flops_by_reg.png
Bar = 20 um.
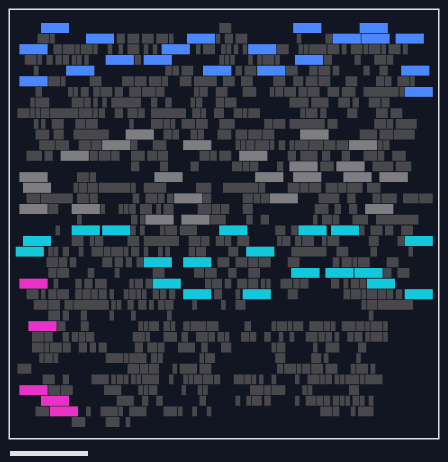
wires.png
Bar = 20 um.
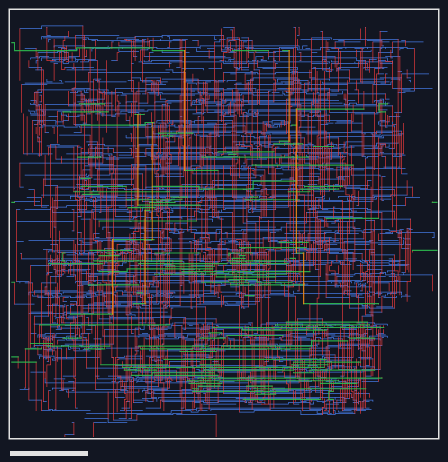
clocks.png
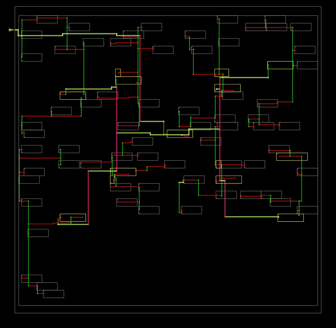
sizes.png
Bar = 20 um.
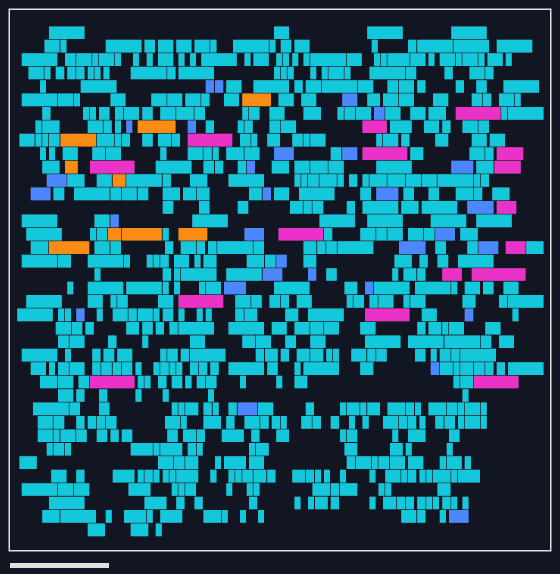
io_fan.png
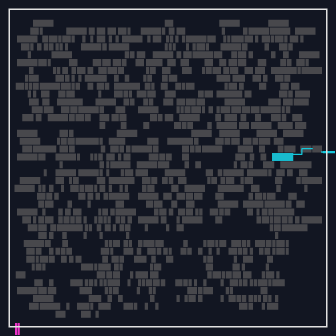
===== src/rtl/tone_gen_if.sv =====
// rtl/tone_gen_if.sv - note/volume request and tone status bundle for tone_gen
interface tone_gen_if;
  logic [4:0] note;
  logic [1:0] vol;
  logic       speaker;
  logic       active;
  logic       note_ack;

  // Sequencer / keyboard side drives the note request and watches the status.
  modport master (
    output note,
    output vol,
    input  speaker,
    input  active,
    input  note_ack
  );

  // Tone generator side.
  modport slave (
    input  note,
    input  vol,
    output speaker,
    output active,
    output note_ack
  );
endinterface


===== src/rtl/tone_gen.sv =====
// rtl/tone_gen.sv - note code to glitch-free square wave, optional volume via TONE_GEN_VOLUME_EN
module tone_gen #(
  parameter int CLK_HZ = 100_000_000
) (
  input logic      clk,
  input logic      rst,
  tone_gen_if.slave bus
);

  localparam int NOTES = 22;

  function automatic int freq_of(input int n);
    case (n)
      1:  return 131;
      2:  return 147;
      3:  return 165;
      4:  return 175;
      5:  return 196;
      6:  return 220;
      7:  return 247;
      8:  return 262;
      9:  return 294;
      10: return 330;
      11: return 349;
      12: return 392;
      13: return 440;
      14: return 494;
      15: return 523;
      16: return 587;
      17: return 659;
      18: return 698;
      19: return 784;
      20: return 880;
      21: return 988;
      default: return 1;
    endcase
  endfunction

  // Half-period table, folded at elaboration; entry 0 (rest) is never used.
  function automatic logic [NOTES*20-1:0] build_half_rom();
    logic [NOTES*20-1:0] rom;
    rom = '0;
    for (int i = 1; i < NOTES; i++) begin
      rom[i*20 +: 20] = 20'(CLK_HZ / (2 * freq_of(i)));
    end
    return rom;
  endfunction

  localparam logic [NOTES*20-1:0] HALF_ROM = build_half_rom();

  typedef enum logic {IDLE, RUN} state_t;

  state_t      state, state_d;
  logic [4:0]  note_q, note_d;
  logic [19:0] half_q, half_d;
  logic [19:0] low_half_q, low_half_d;
  logic [19:0] cnt, cnt_d;
  logic        phase, phase_d;
  logic        speaker_q, speaker_d;
  logic        ack_q, ack_d;
  logic        note_valid;
  logic [19:0] half_new;
  logic [19:0] cur_half;

`ifdef TONE_GEN_VOLUME_EN
  logic [19:0] thr_q, thr_d;

  function automatic logic [19:0] thr_of(input logic [1:0] v, input logic [19:0] h);
    case (v)
      2'd3:    return h;
      2'd2:    return h >> 1;
      2'd1:    return h >> 2;
      default: return '0;
    endcase
  endfunction
`else
  logic unused_vol;
  assign unused_vol = ^bus.vol;
`endif

  // Decode the incoming note code into a validity flag and its half period.
  always_comb begin
    note_valid = (bus.note >= 5'd1) && (bus.note <= 5'd21);
    half_new   = '0;
    if (note_valid) half_new = HALF_ROM[32'(bus.note)*20 +: 20];
  end

  // Next-state logic: latch in IDLE, count and toggle in RUN, sample note only at falling edges.
  always_comb begin
    state_d    = state;
    note_d     = note_q;
    half_d     = half_q;
    low_half_d = low_half_q;
    cnt_d      = cnt;
    phase_d    = phase;
    ack_d      = 1'b0;
`ifdef TONE_GEN_VOLUME_EN
    thr_d      = thr_q;
`endif
    // The low phase keeps the pitch of the high phase before it, so every period is whole.
    cur_half   = phase ? half_q : low_half_q;
    case (state)
      IDLE: begin
        cnt_d   = '0;
        phase_d = 1'b0;
        if (note_valid) begin
          note_d  = bus.note;
          half_d  = half_new;
          ack_d   = 1'b1;
          phase_d = 1'b1;
          state_d = RUN;
`ifdef TONE_GEN_VOLUME_EN
          thr_d   = thr_of(bus.vol, half_new);
`endif
        end
      end
      RUN: begin
        if (cnt == cur_half - 20'd1) begin
          cnt_d   = '0;
          phase_d = ~phase;
          if (phase) begin
            low_half_d = half_q;
            if (!note_valid) begin
              state_d = IDLE;
              phase_d = 1'b0;
            end else if (bus.note != note_q) begin
              note_d = bus.note;
              half_d = half_new;
              ack_d  = 1'b1;
`ifdef TONE_GEN_VOLUME_EN
              thr_d  = thr_of(bus.vol, half_new);
            end else begin
              thr_d  = thr_of(bus.vol, half_q);
`endif
            end
          end
        end else begin
          cnt_d = cnt + 20'd1;
        end
      end
      default: state_d = IDLE;
    endcase
`ifdef TONE_GEN_VOLUME_EN
    speaker_d = phase_d && (cnt_d < thr_d);
`else
    speaker_d = phase_d;
`endif
  end

  // State and datapath registers with synchronous reset.
  always_ff @(posedge clk) begin
    if (rst) begin
      state      <= IDLE;
      note_q     <= '0;
      half_q     <= '0;
      low_half_q <= '0;
      cnt        <= '0;
      phase      <= 1'b0;
      speaker_q  <= 1'b0;
      ack_q      <= 1'b0;
`ifdef TONE_GEN_VOLUME_EN
      thr_q      <= '0;
`endif
    end else begin
      state      <= state_d;
      note_q     <= note_d;
      half_q     <= half_d;
      low_half_q <= low_half_d;
      cnt        <= cnt_d;
      phase      <= phase_d;
      speaker_q  <= speaker_d;
      ack_q      <= ack_d;
`ifdef TONE_GEN_VOLUME_EN
      thr_q      <= thr_d;
`endif
    end
  end

  assign bus.speaker  = speaker_q;
  assign bus.note_ack = ack_q;
  assign bus.active   = (state == RUN);

endmodule


===== src/flat_wrapper.sv =====
// flat-port wrapper written by rule: the top's interface ports become plain ports
module tone_gen_flat 
#(
  parameter int CLK_HZ = 100_000_000
)
  (clk, rst, bus_note, bus_vol, bus_speaker, bus_active, bus_note_ack);
  tone_gen_if bus_i ();
  input logic clk;
  input logic rst;
  input wire logic [$bits(bus_i.note)-1:0] bus_note;
  input wire logic [$bits(bus_i.vol)-1:0] bus_vol;
  output wire logic [$bits(bus_i.speaker)-1:0] bus_speaker;
  output wire logic [$bits(bus_i.active)-1:0] bus_active;
  output wire logic [$bits(bus_i.note_ack)-1:0] bus_note_ack;
  assign bus_i.note = bus_note;
  assign bus_i.vol = bus_vol;
  assign bus_speaker = bus_i.speaker;
  assign bus_active = bus_i.active;
  assign bus_note_ack = bus_i.note_ack;
  tone_gen #(.CLK_HZ(CLK_HZ)) u_core (.clk(clk), .rst(rst), .bus(bus_i));
endmodule

===== config.mk =====
export PLATFORM = sky130hd
export DESIGN_NAME = tone_gen_flat
export DESIGN_NICKNAME = d
export VERILOG_FILES = /design/src/rtl/tone_gen_if.sv /design/src/rtl/tone_gen.sv /design/src/flat_wrapper.sv
export SDC_FILE = /design/constraint.sdc
export NUM_CORES = 1
export LEC_CHECK = 0
export CORE_UTILIZATION = 46
export DETAILED_ROUTE_END_ITERATION = 6
export GPL_TIMING_DRIVEN = 0
export SLEW_MARGIN = 40
export SYNTH_ARGS = -nofsm -noshare
export SYNTH_HDL_FRONTEND = slang
export SYNTH_SLANG_ARGS = --single-unit

===== constraint.sdc =====
create_clock -name clk -period 5.6 [get_ports clk]
set_clock_uncertainty 0.1 [all_clocks]
set_input_delay 1.12 -clock clk [delete_from_list [all_inputs] [get_ports clk]]
set_output_delay 1.12 -clock clk [all_outputs]
set_load 0.01 [all_outputs]

==> Slide: Implementation Results <==
Synthesis and Place & Route Summary

Synth
  – Distinct lib cells: roughly 70
  – Yosys Instances: about 670
  – Synth Area in Adders: 3.07%
  – Yosys reg bits: 67
  – Average size of a mapped cell: 7.90 sq um
  – Count of mapped cells out of synthesis: 671
  – Top cell type's share of synthesized area: 25.3%
  – Top area cell types: dfxtp_1 25%, nor2_1 5.5%, mux2i_1 4.7%

Placed design
  – Dpl ws: approximately 0.49 ns
  – Cells after DPL: 819
  – Gpl congestion: roughly 0.9
  – Port Buffers: 8
  – HPWL after detailed placement: 13,200 um

Worst setup path
  – Crit end category: register
  – Required time of the critical path: 5.78 ns
  – Worst path cell trace: clkdlybuf4s50_1, clkbuf_1, clkinv_1, ha_1, a21oi_1, a21oi_1, nor3_1, o21ai_0, clkbuf_1, or4_1, nand3_1
  – Critical path endpoint: u_core.half_q[7]
  – Arr. time, crit path: between 5 and 6 ns
  – Crit path max-delay cell type: clkdlybuf4s50_1
  – CP peak stage delay: roughly 0.68 ns
  – Setup CP Type: input port to register
  – Worst r2r path cells: 16
  – Sum of buffers and inverters on the critical path: 4

Final timing
  – Tcrit/Tclk final: 88.3%
  – Hold slack final: ~0.38 ns
  – Min Tclk post-route: slightly below 5 ns
  – Max Clock Freq: 202 MHz
  – Final setup viols: 0
  – Pins over their slew limit: 0

Floorplanning
  – Initial Util: 48.0%
  – Die width: around 110 um
  – Total die size: ~12,000 sq um
  – FP Rows: 38
  – Core area: 11,000 sq um

Finish
  – Clock buf/inv share: 4.85%
  – Seq/total area: 23.0%
  – P&R area growth vs syn: 10.2%
  – Fraction of layout cells with a size suffix above 1: 7.94%
  – Signal buf overhead: roughly 6.5%
  – Final Util: 52.9%
  – N_diodes: 0
  – Cell area after layout: between 5000 and 6000 sq um
  – Mi-comb count: 528
  – Logic area: 3600 sq um
  – Top cell excl fill/tap: nor2_1

Pwr
  – Cell Int Power: about 1 mW
  – Total sequential power: 0.516 mW
  – Top power group: the clock network
  – Switching power: 0.492 mW
  – P_comb: between 0.3 and 0.4 mW
  – Clock power share: around two fifths
  – Net Sw Frac: about 33%

Global route
  – Met1 GRT Util: 47.4%
  – GRT Total Usage: 31.2%
  – Global route overflow: 0
  – Initial antenna violation count: 0
  – Grt peak-use layer: met1

Detailed routing
  – Residual DRC: 0
  – WL/cell: 21.0 um
  – Drt total wl: roughly 17,000 um
  – M1 WL: ~8400 um
  – Met2 routed WL: ~7300 um
  – Via/cell ratio: roughly 6.6
  – Starting DRC count in detailed routing: 710

Job
  – Log Warnings: 37

Worst hold path
  – Hold Crit Depth: 1
  – Hold path startpoint: u_core.low_half_q[19]

Clock tree
  – PostCTS Resize Cnt: 0
  – Setup repair bufs after CTS: 0
  – Htree depth: 3
  – CTS Hold Bufs: 0
  – Root Buffer: clkbuf_16
  – TritonCTS clock tree: done

Run status
  – Status: complete, no violations
-- flops_by_reg.png (at the start) --
| netlist name | colour | placed flops |
|---|---|---|
| u_core.half_q | cyan | 19 |
| u_core.note_q | magenta | 5 |
| u_core.cnt | blue | 20 |

-- wires.png (at the start) --
| layer | colour | wire length |
|---|---|---|
| metal 4 | orange | 199 um |
| metal 3 | green | 1,590 um |
| metal 2 | red | 7,330 um |
| metal 1 | blue | 8,350 um |

-- clocks.png (at the start) --
# clk buffers: 11
sequential cells: 67

-- sizes.png (at the start) --
| size | colour | cells | share | most used |
|---|---|---|---|---|
| _2 cells | blue | 30 | 4.3% | buf_2 |
| _3 and _4 cells | orange | 9 | 1.3% | buf_4 |
| _0 and _1 cells | cyan | 638 | 92% | nor2_1 |
| _6 and larger | magenta | 16 | 2.3% | clkbuf_16 |

-- io_fan.png (at the start) --
| port | colour | bits | direction | end cells | buffers |
|---|---|---|---|---|---|
| bus_vol | magenta | 2 | input | 0 | 0 |
| bus_speaker | cyan | 1 | output | 1 | 1 |

Power is estimated from default activity; no workload was simulated.
